**Run 1: power grid**

(8 px per micron) Pins as bars on the die edge. Tap cells in grey.
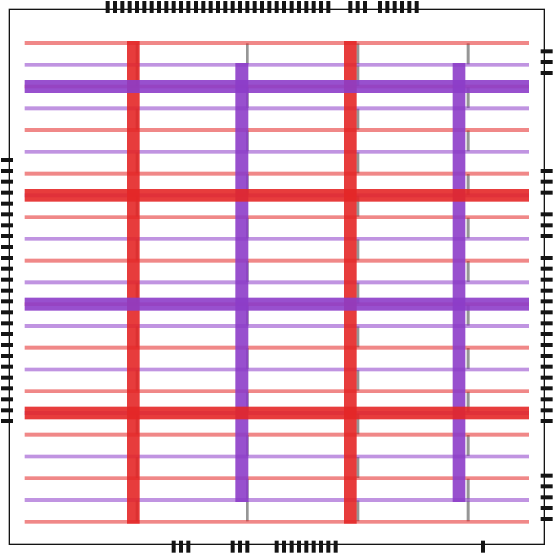
**Run 1: cell classes on the final placement**

(8 px per micron) Fill, decap, tap and diode cells in grey.
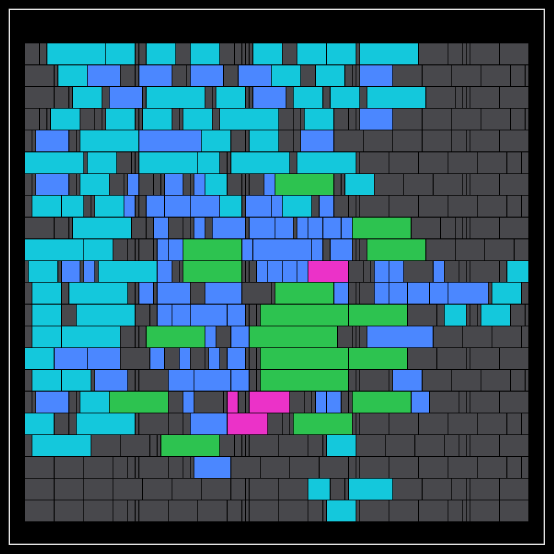
**Run 1: clock network drawn from the DEF**

(6 px per micron)
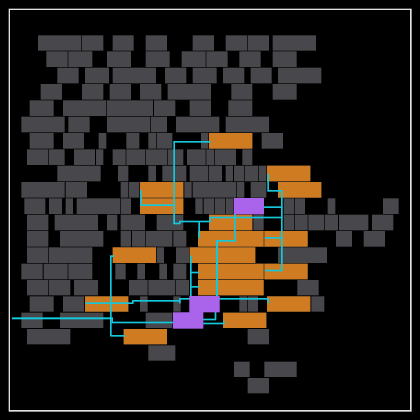
==> src/rtl/sdp_rd_arb.sv <==
// Two-requester round-robin read arbiter for the sdp read channel.
// An in-order tag FIFO routes each returning data beat back to its issuer.
module sdp_rd_arb #(
    parameter int W_ADDR    = 16,
    parameter int W_DATA    = 16,
    parameter int MAX_OUTST = 4
) (
    input  logic              clk,
    input  logic              rst,
    input  logic              req0_addr_valid_i,
    input  logic [W_ADDR-1:0] req0_addr_data_i,
    output logic              req0_addr_ready_o,
    input  logic              req1_addr_valid_i,
    input  logic [W_ADDR-1:0] req1_addr_data_i,
    output logic              req1_addr_ready_o,
    output logic              req0_data_valid_o,
    output logic [W_DATA-1:0] req0_data_data_o,
    input  logic              req0_data_ready_i,
    output logic              req1_data_valid_o,
    output logic [W_DATA-1:0] req1_data_data_o,
    input  logic              req1_data_ready_i,
    output logic              mem_addr_valid_o,
    output logic [W_ADDR-1:0] mem_addr_data_o,
    input  logic              mem_addr_ready_i,
    input  logic              mem_data_valid_i,
    input  logic [W_DATA-1:0] mem_data_data_i,
    output logic              mem_data_ready_o,
    output logic              err_o
);

    localparam int PW = $clog2(MAX_OUTST);
    localparam int CW = PW + 1;
    localparam logic [CW-1:0] FULL = CW'(MAX_OUTST);

    logic [CW-1:0] count_q, count_d;
    logic [PW-1:0] wptr_q, rptr_q;
    logic          tags_q [MAX_OUTST];
    logic          prio_q, lock_q, lock_sel_q, err_q;

    logic sel, can_issue, addr_vld, addr_hs;
    logic nonempty, head, data_rdy, data_hs;

    // A stalled grant stays locked so the address presented to memory holds.
    always_comb begin
        sel = 1'b0;
        if (lock_q)
            sel = lock_sel_q;
        else if (req0_addr_valid_i && req1_addr_valid_i)
            sel = prio_q;
        else
            sel = req1_addr_valid_i;
    end

    assign can_issue = count_q < FULL;
    assign addr_vld  = !rst && can_issue &&
                       (req0_addr_valid_i || req1_addr_valid_i);
    assign addr_hs   = addr_vld && mem_addr_ready_i;

    assign mem_addr_valid_o  = addr_vld;
    assign mem_addr_data_o   = sel ? req1_addr_data_i : req0_addr_data_i;
    assign req0_addr_ready_o = !rst && mem_addr_ready_i && can_issue && !sel;
    assign req1_addr_ready_o = !rst && mem_addr_ready_i && can_issue && sel;

    assign nonempty = count_q != '0;
    assign head     = tags_q[rptr_q];

    assign req0_data_valid_o = !rst && mem_data_valid_i && nonempty && !head;
    assign req1_data_valid_o = !rst && mem_data_valid_i && nonempty && head;
    assign req0_data_data_o  = mem_data_data_i;
    assign req1_data_data_o  = mem_data_data_i;

    // With nothing outstanding the beat is orphaned: accept and drop it.
    assign data_rdy = nonempty ?
                      (head ? req1_data_ready_i : req0_data_ready_i) : 1'b1;
    assign mem_data_ready_o = !rst && data_rdy;
    assign data_hs = mem_data_valid_i && mem_data_ready_o && nonempty;

    always_comb begin
        count_d = count_q;
        unique case ({addr_hs, data_hs})
            2'b10:   count_d = count_q + 1'b1;
            2'b01:   count_d = count_q - 1'b1;
            default: count_d = count_q;
        endcase
    end

    always_ff @(posedge clk) begin
        if (rst) begin
            count_q    <= '0;
            wptr_q     <= '0;
            rptr_q     <= '0;
            prio_q     <= 1'b0;
            lock_q     <= 1'b0;
            lock_sel_q <= 1'b0;
            err_q      <= 1'b0;
        end else begin
            count_q <= count_d;
            if (addr_hs) begin
                wptr_q <= wptr_q + 1'b1;
                prio_q <= !sel;
                lock_q <= 1'b0;
            end else if (addr_vld) begin
                lock_q     <= 1'b1;
                lock_sel_q <= sel;
            end
            if (data_hs)
                rptr_q <= rptr_q + 1'b1;
            if (mem_data_valid_i && !nonempty)
                err_q <= 1'b1;
        end
    end

    always_ff @(posedge clk) begin
        if (addr_hs)
            tags_q[wptr_q] <= sel;
    end

    assign err_o = err_q;

endmodule

==> config.mk <==
export PLATFORM = sky130hd
export DESIGN_NAME = sdp_rd_arb
export DESIGN_NICKNAME = d
export VERILOG_FILES = /design/src/rtl/sdp_rd_arb.sv
export SDC_FILE = /design/constraint.sdc
export NUM_CORES = 1
export LEC_CHECK = 0
export CAP_MARGIN = 40
export CORE_MARGIN = 1.5
export CORE_UTILIZATION = 31
export DETAILED_ROUTE_END_ITERATION = 12
export HOLD_SLACK_MARGIN = 0.1
export PLACE_DENSITY = 0.8
export SETUP_SLACK_MARGIN = 0.2
export SLEW_MARGIN = 20
export SYNTH_ARGS = -nofsm -noshare
export SYNTH_HDL_FRONTEND = slang
export SYNTH_SLANG_ARGS = --single-unit
==> constraint.sdc <==
create_clock -name clk -period 3.3 [get_ports clk]
set_clock_uncertainty 0.15 [all_clocks]
set_input_delay 0.33 -clock clk [delete_from_list [all_inputs] [get_ports clk]]
set_output_delay 0.33 -clock clk [all_outputs]
set_load 0.1 [all_outputs]
==> impl_metrics.json, run 1 <==
{
  "internal-power_uw": 468,
  "clkSinkCount": 17,
  "ys_cells": 135,
  "inverters": 7,
  "drt-met1-wl_microns": 1100,
  "path_depth": 9,
  "core_util_floorplan_pct": 33.3,
  "ff2ff_path_depth": 9,
  "logic_area_sq_um": 607,
  "die_area_sq_mm": 0.00445,
  "leakagePower_nw": 0.745,
  "sh_comb_area_pct": 31.2,
  "num_tap_cells": 48,
  "drtIter0Drc": 11,
  "syn_avg_cell_area_sq_um": 9.31,
  "hold_start": "rptr_q[1]$_SDFFE_PP0P_",
  "report.final.hold_viol_count": 0,
  "crit_path_end": "count_q[2]$_SDFFE_PP0P_",
  "synth.cellmix.compoundShare_pct": 5.37,
  "cp_num_buf_inv": 1,
  "use_met1_pct": 14.6,
  "synth_cell_types": 30,
  "top_logic_kind": "buffers and inverters",
  "ys.flops": 17,
  "min_path_type": "reg2reg",
  "outcome": "completed",
  "synth.most_common_cell": "buf_4",
  "layout.nets": 232,
  "xor_share_pct": 2.09,
  "maxCapViolCount": 0,
  "timing.rr.start": "tags_q[3]$_DFFE_PP_",
  "yosys-stat-area_sq_mm": 0.00126,
  "critPathCaptureType": "flop",
  "crit_fanout": 5,
  "top_level_ports": 111,
  "seq_power_share_pct": 29.5,
  "syn_to_final_growth_pct": 54.8,
  "cp.arrival_ns": 2.77,
  "fin_area_sq_mm": 0.00195,
  "wl_met2_microns": 1430,
  "numCtsBuffers": 3,
  "top_power_group": "combinational logic",
  "place_hpwl_microns": 2280,
  "buffers": 66,
  "log.warning_count": 29,
  "cp_cell_sequence": "mux4_2, mux2i_2, nor2_1, ha_1, inv_1, fa_1, xor2_1, or3_1, a21oi_1",
  "cts_root_buf": "clkbuf_8",
  "post-route-min-period_ns": 2.73,
  "seq_share_pct": 19.5,
  "critPathKind": "reg2reg",
  "place_area_sq_mm": 0.00190,
  "ir_drop_v": 0.000222,
  "setup_viol": 0,
  "stdcell_count": 217,
  "grt-ovfl-total": 0,
  "grt_use_met2_pct": 21.9,
  "rsz0062_at_grt": "no",
  "synthArstFlopShare_pct": 0,
  "clk_latency_ns": 0.25,
  "design.core.area_sq_mm": 0.00377,
  "routed_wl_microns": 2710,
  "finalSetupTns_ns": 0,
  "final_cell_mix": "clkdlybuf4s50_1, buf_12, mux2_2",
  "critical_path.top_delay_family": "multiplexers",
  "p_sw_uw": 309,
  "post_cts_buffers": 0,
  "drv_slew": 0,
  "powerSeq_uw": 229,
  "mostFrequentLayoutCell": "clkdlybuf4s50_1",
  "cts.repair.resized": 0,
  "final.fill_count": 343,
  "die_h_microns": 66.7,
  "grt_pass1_vias": 957,
  "via_per_inst": 4.43,
  "cts_hold_buf": 0,
  "fin_util_pct": 51.6,
  "layout.area.seq_sq_um": 380,
  "edf_count": 4,
  "clk_pin_slew_worst_paths_ns": 0.06,
  "seq_cells": 17,
  "crit_slowest_cell": "mux4_2",
  "nonClkBufAreaFrac_pct": 42.5,
  "comb-power_uw": 396,
  "dr.pass1.iters": 3,
  "rows": 22,
  "drive_above_1_share_pct": 29.6,
  "pre_cts_ws_ns": 0.469
}
Back to the opening pictures, 'power grid':
| net | colour |
|---|---|
| VDD | purple |
| VSS | red |
tap cells: 48
met1 rails: 23
signal pins: 111
met5 straps: 4
met4 straps: 4

Back to the opening pictures, 'cell classes on the final placement':
| class | colour | cells | share of their area |
|---|---|---|---|
| flops | green | 17 | 20% |
| other buffers and delay cells | cyan | 66 | 44% |
| all other logic | blue | 82 | 34% |
| clock drivers and dummy loads | magenta | 4 | 2.4% |

Back to the opening pictures, 'clock network drawn from the DEF':
[flip-flops] orange | count: 17
[cells driving clock nets] purple | count: 3
[clock wires] cyan | length: 210 microns
routed clock nets: 4

**Run 1: signal wires by layer**

(8 px per micron)
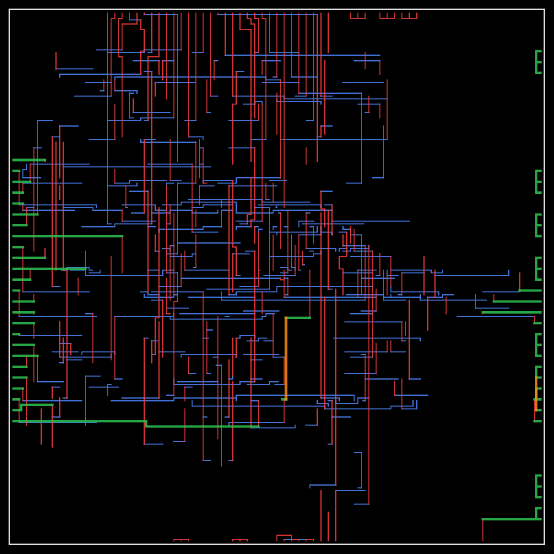

==> run 2, diff against run 1 <==
--- a/config.mk
+++ b/config.mk
@@ -7,10 +7,10 @@
 export LEC_CHECK = 0
 export CAP_MARGIN = 40
 export CORE_MARGIN = 1.5
-export CORE_UTILIZATION = 31
+export CORE_UTILIZATION = 28
 export DETAILED_ROUTE_END_ITERATION = 12
 export HOLD_SLACK_MARGIN = 0.1
-export PLACE_DENSITY = 0.8
+export PLACE_DENSITY = 0.76
 export SETUP_SLACK_MARGIN = 0.2
 export SLEW_MARGIN = 20
 export SYNTH_ARGS = -nofsm -noshare
==> constraint.sdc (replaced) <==
create_clock -name clk -period 2.35 [get_ports clk]
set_clock_uncertainty 0.15 [all_clocks]
set_input_delay 0.235 -clock clk [delete_from_list [all_inputs] [get_ports clk]]
set_output_delay 0.235 -clock clk [all_outputs]
set_load 0.1 [all_outputs]
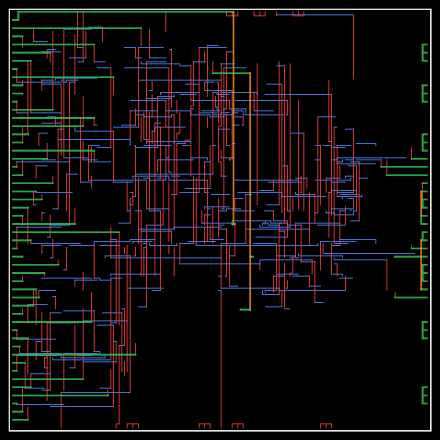
**Above:** run 2 (signal wires by layer).
(6 px per micron)
| layer | colour | wire length |
|---|---|---|
| met3 | green | 398 microns |
| met4 | orange | 87.0 microns |
| met1 | blue | 1,080 microns |
| met2 | red | 1,590 microns |

==> impl_metrics.json, run 2 <==
{
  "top_level_ports": 111,
  "top_power_group": "combinational logic",
  "cp_num_buf_inv": 1,
  "hold_start": "mem_data_data_i[6]",
  "xor_share_pct": 2.09,
  "cts_root_buf": "clkbuf_8",
  "crit_fanout": 2,
  "layout.area.seq_sq_um": 383,
  "use_met1_pct": 13.6,
  "via_per_inst": 4.51,
  "synthArstFlopShare_pct": 0,
  "inverters": 7,
  "internal-power_uw": 692,
  "ff2ff_path_depth": 9,
  "numCtsBuffers": 3,
  "syn_avg_cell_area_sq_um": 9.31,
  "clk_pin_slew_worst_paths_ns": 0.06,
  "powerSeq_uw": 321,
  "place_hpwl_microns": 2500,
  "fin_ws_ns": -0.255,
  "dr.pass1.iters": 2,
  "ys_cells": 135,
  "grt-ovfl-total": 0,
  "top_logic_kind": "buffers and inverters",
  "setup_viol": 2,
  "logic_area_sq_um": 663,
  "buffers": 81,
  "clkSinkCount": 17,
  "final_cell_mix": "clkdlybuf4s50_1, buf_12, buf_4",
  "min_path_type": "in2out",
  "violations": "negative setup slack",
  "edf_count": 4,
  "fin_util_pct": 50.3,
  "path_depth": 9,
  "grt_use_met2_pct": 24.2,
  "ys.flops": 17,
  "drtIter0Drc": 38,
  "timing.rr.start": "tags_q[2]$_DFFE_PP_",
  "outcome": "finished, violations left",
  "maxCapViolCount": 0
}
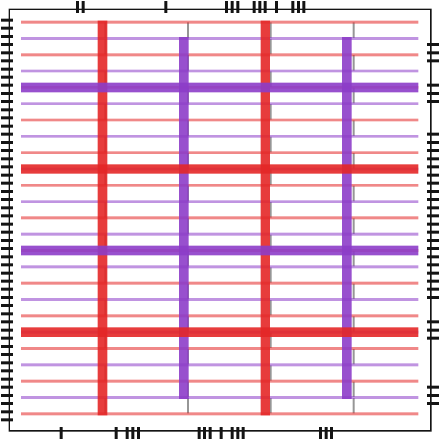
**Above:** run 2 (power grid).
(6 px per micron) Pins as bars on the die edge. Tap cells in grey.
| net | colour |
|---|---|
| VDD | purple |
| VSS | red |
rows: 24
met4 straps: 4
met5 straps: 4
tap cells: 52
signal pins: 111
peak supply drop: 0.000256 V
Die X: 70.0 microns
die height: 70.0 microns
Core Area: 0.00432 sq mm

==> run 3, diff against run 2 <==
--- a/config.mk
+++ b/config.mk
@@ -5,9 +5,10 @@
 export SDC_FILE = /design/constraint.sdc
 export NUM_CORES = 1
 export LEC_CHECK = 0
-export CAP_MARGIN = 40
+export CAP_MARGIN = 10
 export CORE_MARGIN = 1.5
 export CORE_UTILIZATION = 28
+export CTS_CLUSTER_DIAMETER = 150
 export DETAILED_ROUTE_END_ITERATION = 12
 export HOLD_SLACK_MARGIN = 0.1
 export PLACE_DENSITY = 0.76
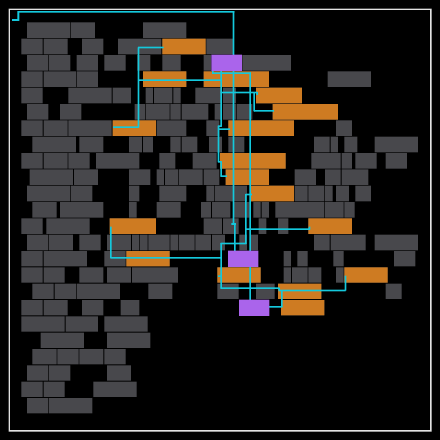
**Above:** run 3 (clock network drawn from the DEF).
(6 px per micron)
[cells driving clock nets] purple | count: 3
[clock wires] cyan | length: 287 microns
[flip-flops] orange | count: 17
routed clock nets: 4

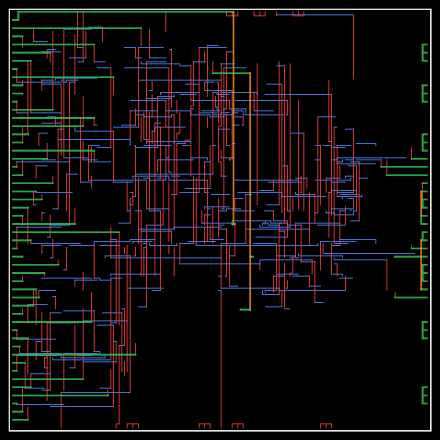
**Above:** run 3 (signal wires by layer).
(6 px per micron)
| layer | colour | wire length |
|---|---|---|
| met2 | red | 1,590 microns |
| met1 | blue | 1,080 microns |
| met3 | green | 398 microns |
| met4 | orange | 87.0 microns |

==> impl_metrics.json, run 3 <==
{
  "grt_pass1_vias": 1198,
  "finalSetupTns_ns": -0.336,
  "ff2ff_path_depth": 9,
  "internal-power_uw": 692,
  "outcome": "finished, violations left",
  "drive_above_1_share_pct": 42.9,
  "syn_to_final_growth_pct": 73.0,
  "layout.nets": 247,
  "inverters": 7,
  "path_depth": 9,
  "stdcell_count": 236,
  "rsz0062_at_grt": "yes",
  "critPathKind": "reg2reg",
  "setup_viol": 2,
  "ys_cells": 135,
  "timing.rr.start": "tags_q[2]$_DFFE_PP_",
  "sh_comb_area_pct": 30.5,
  "critPathCaptureType": "flop",
  "crit_slowest_cell": "mux4_2",
  "comb-power_uw": 607,
  "edf_count": 4,
  "fin_util_pct": 50.3,
  "die_area_sq_mm": 0.00490,
  "die_width_microns": 70.0,
  "final_cell_mix": "clkdlybuf4s50_1, buf_12, buf_4",
  "post-route-min-period_ns": 2.61,
  "pwr-share-clk_pct": 19.0,
  "vias": 1064,
  "cp_num_buf_inv": 1,
  "critical_path.top_delay_family": "multiplexers",
  "seq_cells": 17,
  "ir_drop_v": 0.000256,
  "violations": "negative setup slack",
  "cts_hold_buf": 0,
  "fin_ws_ns": -0.255,
  "fin_area_sq_mm": 0.00218,
  "xor_share_pct": 2.09,
  "rows": 24,
  "drt-met1-wl_microns": 1080,
  "dr.pass1.iters": 2,
  "buffers": 81,
  "layout.area.seq_sq_um": 383,
  "wl_met2_microns": 1590,
  "ys.flops": 17,
  "crit_fanout": 2,
  "via_per_inst": 4.51,
  "synth.most_common_cell": "buf_4",
  "p_sw_uw": 453,
  "top_power_group": "combinational logic",
  "post_cts_buffers": 3,
  "place_hpwl_microns": 2500,
  "drtIter0Drc": 38,
  "crit_path_end": "count_q[2]$_SDFFE_PP0P_",
  "cp_cell_sequence": "mux4_2, mux2i_2, nor2_1, ha_2, inv_2, fa_2, xor2_1, or3_1, a21oi_2",
  "routed_wl_microns": 3160,
  "synthArstFlopShare_pct": 0,
  "log.warning_count": 32,
  "final.fill_count": 395,
  "cp.arrival_ns": 2.65,
  "numCtsBuffers": 3,
  "clk_pin_slew_worst_paths_ns": 0.06,
  "design.core.area_sq_mm": 0.00432,
  "cts.repair.resized": 14,
  "num_tap_cells": 52,
  "place_area_sq_mm": 0.00204,
  "leakagePower_nw": 0.859,
  "top_level_ports": 111,
  "syn_avg_cell_area_sq_um": 9.31,
  "min_path_type": "in2out",
  "worstHoldEndpoint": "req0_data_data_o[6]",
  "seq_power_share_pct": 28.0,
  "grt_use_met2_pct": 24.2,
  "mostFrequentLayoutCell": "clkdlybuf4s50_1",
  "hold_start": "mem_data_data_i[6]",
  "use_met1_pct": 13.6,
  "maxCapViolCount": 0,
  "grt-ovfl-total": 0,
  "pre_cts_ws_ns": -0.298,
  "nonClkBufAreaFrac_pct": 45.7,
  "powerSeq_uw": 321
}
Power is estimated from default activity; no workload was simulated.
